Design prod_accum, sky130hd; sources not shown.
Figure 1. Placement by cell class.
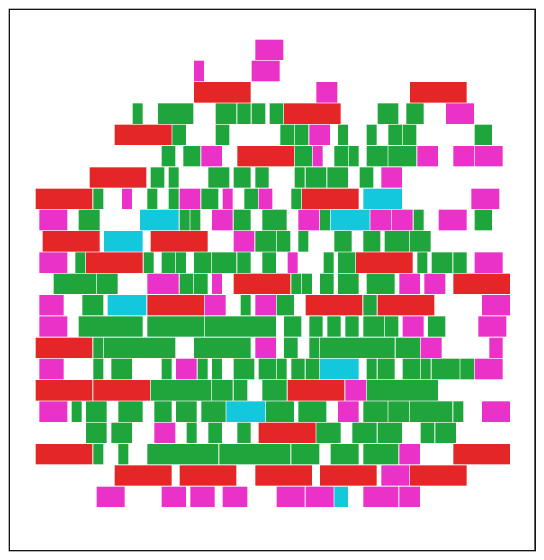
| class | color | cells | share of their area |
|---|---|---|---|
| other buffers and delay cells | magenta | 59 | 21% |
| all other logic | green | 147 | 48% |
| clock drivers and dummy loads | cyan | 8 | 4.6% |
| flip-flops | red | 29 | 26% |
Site Rows: 22
Final Instance Area: 2290 um2
register fraction of the total cell area: 25.4%

Figure 2. Routed metal per tile.
The bar under the picture is 20 um long. 13 x 14 tiles, from dark blue (low) to red (high), scaled to the fullest tile. Values are wire area over tile area, all layers added.
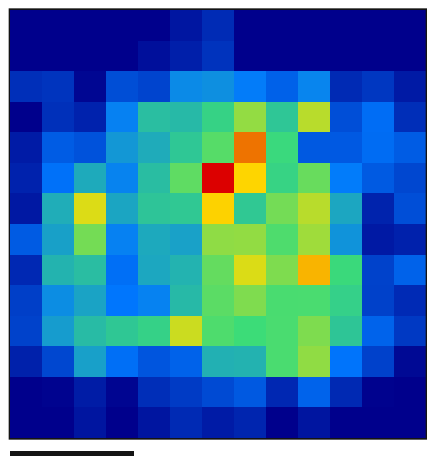
nearly empty tiles: 20%
emptiest ninth of the die: north-west
mean over tiles: 0.15
densest ninth of the die: center
total via count after detailed routing: 1,624
post-DR wirelength/cell: 14.7 um

Figure 3. Signal wires by layer.
The bar under the picture is 20 um long.
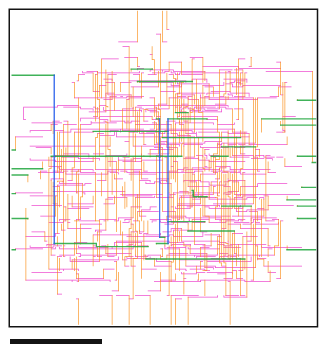
| layer | color | wire length |
|---|---|---|
| met1 | magenta | 1,960 um |
| met2 | orange | 1,980 um |
| met3 | green | 253 um |
| met4 | blue | 89.8 um |
final wirelength: 4.29 mm
All-Layer GR Usage: 20.5%

Figure 4. Sequential cells colored by netlist name.
The bar under the picture is 20 um long. Other sequential cells in the stronger gray, the rest of the logic in the fainter gray.
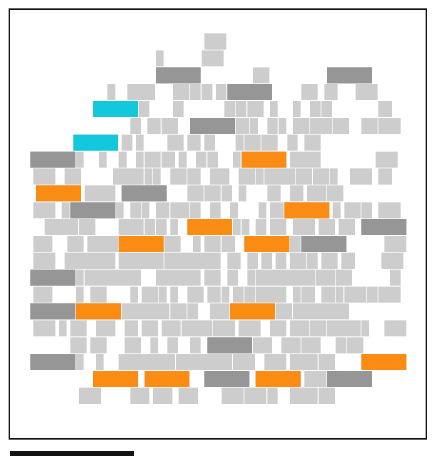
| name in the netlist | color | sequential cells |
|---|---|---|
| acc | orange | 12 |
| cnt | cyan | 2 |
sequential power: 566 uW
Sequential cell area: 581 um2
fraction of the core area covered by cells at the end of the flow: 62.9%

Figure 5. Routing congestion.
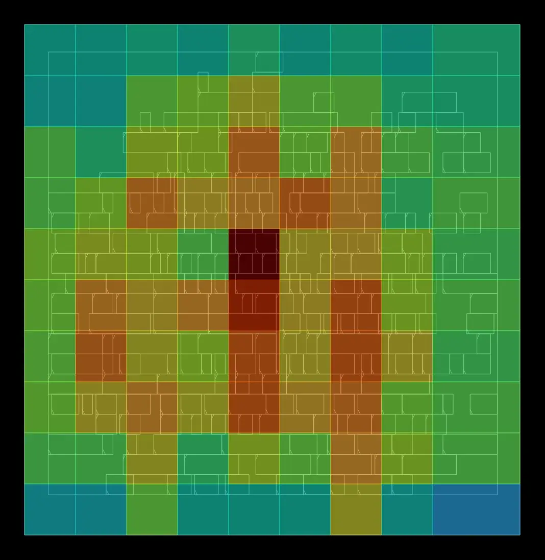
met2 track demand over resource: 30.6%
global routing's busiest layer: met2
met1 Usage GRT: 27.8%

==> commit_impl_results.txt <==
Refresh implementation metrics

- The flow ran to the end, and the final reports show no timing, DRC or antenna violations.
- The timing report notes that buffer and inverter cells on the critical path total 1.
* Cell Area, Placed: between 2000 and 2500 um2
- TritonCTS reports the number of clock sinks as 29.
- Pins over their slew limit in the final report were tallied at 0.
* XOR/XNOR Fraction of Synth Area: around 2.7%
- The worst setup path is captured at a register.
* Number of gates on the worst path with buffers counted: 7
* Synthesized netlist net count: 209
* Cell area after synthesis: between 1500 and 2000 um2
* Count of final setup violators: 0
* Highest fanout seen on the critical path: 4
- The largest share of the power goes to registers.
- The layout report lists the multi-input gate area as between 1000 and 1500 um2.
- For the finished layout, the period the worst path requires is 2.06 ns.
- Pre-CTS setup slack: -0.540 ns
* Distinct lib cells used: 44
- For this run, the top clock speed supported by timing is 0.485 GHz.
* Setup TNS: 0 ns
- After its last routability iteration, the placer logged a weighted congestion of about 0.85.
* Share of the yosys chip area belonging to registers: ~36%
- Post-synthesis cell count: between 150 and 200
- Worst R2R Setup Slack: 0.10 ns
* Leading area contributor after synthesis: sky130_fd_sc_hd__dfxtp_1
- Share of post-route cells with drive strength above 1: 22.6%
- The net count of the finished layout is 265.
- Most frequent logic cell in the layout: sky130_fd_sc_hd__dfxtp_1
- For the worst-skew pair, the clock arrives at the later sink with an insertion delay of 0.28 ns.
* Clock group share of total power: 40.6%
- In the Yosys report the total cell count is ~190.
- In this run the number of H-tree levels came out at 2.
- Remaining global-route overflow: 0
- Setup ws final: between 0.03 and 0.04 ns
* Library cell with the highest instance count after synthesis: sky130_fd_sc_hd__dfxtp_1
- In this run, the combinational gates consume between 10% and 20% of the power.
* Tool warnings: 26
* Most frequent cells after synthesis: sky130_fd_sc_hd__dfxtp_1, sky130_fd_sc_hd__nand2_1, sky130_fd_sc_hd__nor2_1
* Worst EP required: 2.27 ns
* FP Core Util: between 40% and 50%
- Yosys Chip Area: about 1600 um2
- Once iteration 0 of detailed routing completed, the report listed ~150 DRC markers.
- Number of standard cells in the final layout excluding fillers: between 200 and 300
* Commonest flop: sky130_fd_sc_hd__dfxtp_1
* Data arrival time of the critical path: 2.23 ns
- Die X: ~67 um
- Proportion of power drawn by flip-flops and latches: between 40% and 50%
* Number of antenna violations at the first check in global routing: 0
- In the setup report, the worst path falls into the class in2reg.
* Clk power: about 520 uW
- Adder-Cell Fraction of Synth Area: roughly 8.3%
- Mean instance size in the synthesized netlist: 8.62 um2
* Vias in the first global route: 1,604
* Standard cell with the maximum stage delay on the critical path: sky130_fd_sc_hd__or4_1
- Measured slew at the worst slew-check pin: about 0.60 ns
- The synthesis report lists the most area-consuming cells as sky130_fd_sc_hd__dfxtp_1, sky130_fd_sc_hd__ha_1, sky130_fd_sc_hd__a21oi_1.
- Number of iterations in the first detailed-routing pass: 4
* Leakage power figure: around 0.9 nW
- Largest net degree at the start of global routing: 19
- Count of synthesis-stage warnings from yosys: 0
- Per STA, the worst path is made up of clkdlybuf4s50_1 -> ha_1 -> a21o_1 -> a21oi_2 -> a2bb2oi_4 -> or4_1 -> a31oi_1.
* Placeable Area: 3630 um2
- I/O Pins: 28
- Vias/cell: about 5.6
- HPWL after detailed placement: between 3 and 4 mm
- Clock tree from TritonCTS: built
* Top cells excl fill/tap: sky130_fd_sc_hd__dfxtp_1, sky130_fd_sc_hd__buf_4, sky130_fd_sc_hd__nor2_1, sky130_fd_sc_hd__nand2_1
* Remaining number of nets flagged by the antenna check after routing: 0
- Summed over its instances, the top area cell type makes up between 30% and 40% of the synthesized netlist area.
- Internal Power: ~950 uW
* Worst vdd ir: between 0.5 and 0.6 mV
- On the worst path, the slowest cell contributes a delay of about 0.51 ns.
- On the worst setup and hold paths after CTS, the clock-pin slew comes to ~0.07 ns.
* Number of fill cells in the layout: 332
- Counting instances, the worst hold path has a depth of 2.
- Simple-Gate Area Share: a little under a quarter
- Count of state elements after synthesis: 29
- P_sw: roughly 330 uW
- From synthesis to final layout, the design area changed by 42.7%.
* Depth of the most critical reg-to-reg path: 8
- The repair_antennas step left the layout with diodes totalling 0.
- On the critical path the largest part of the delay comes from AND-OR/OR-AND gates.
* Type of the most critical hold path: reg2reg
- Main logic family after synthesis: AND-OR/OR-AND gates
- Startpoint type of the worst setup path: input pin
- Port buffering added 27 buffers.
- Across all hold checks on the routed design, the worst slack comes to approximately 0.42 ns.
[layout make-up]
cell class / instances / share of cell area, %
inverters: 3 / 0.492
multi-input cells: 144 / 46.2
repair buffers: 59 / 20.9
clock inverters: 1 / 0.219
clock buffers: 7 / 4.21
flip-flops and latches: 29 / 25.4
well taps: 48 / 2.63
[timing repair]
item	CTS	global route
hold endpoints to repair	0	0
buffers inserted	4	1
hold buffers	0	0
setup endpoints to repair	14	7
pin swaps	13	7
resized	17	6
[layer usage]
layer / track usage [%] / share of wire (%)
met4: 6.98 / 2.1
met1: 27.8 / 46
met2: 30.6 / 46
met5: 0 / 0
met3: 6.19 / 5.9
Power is estimated from default activity; no workload was simulated.
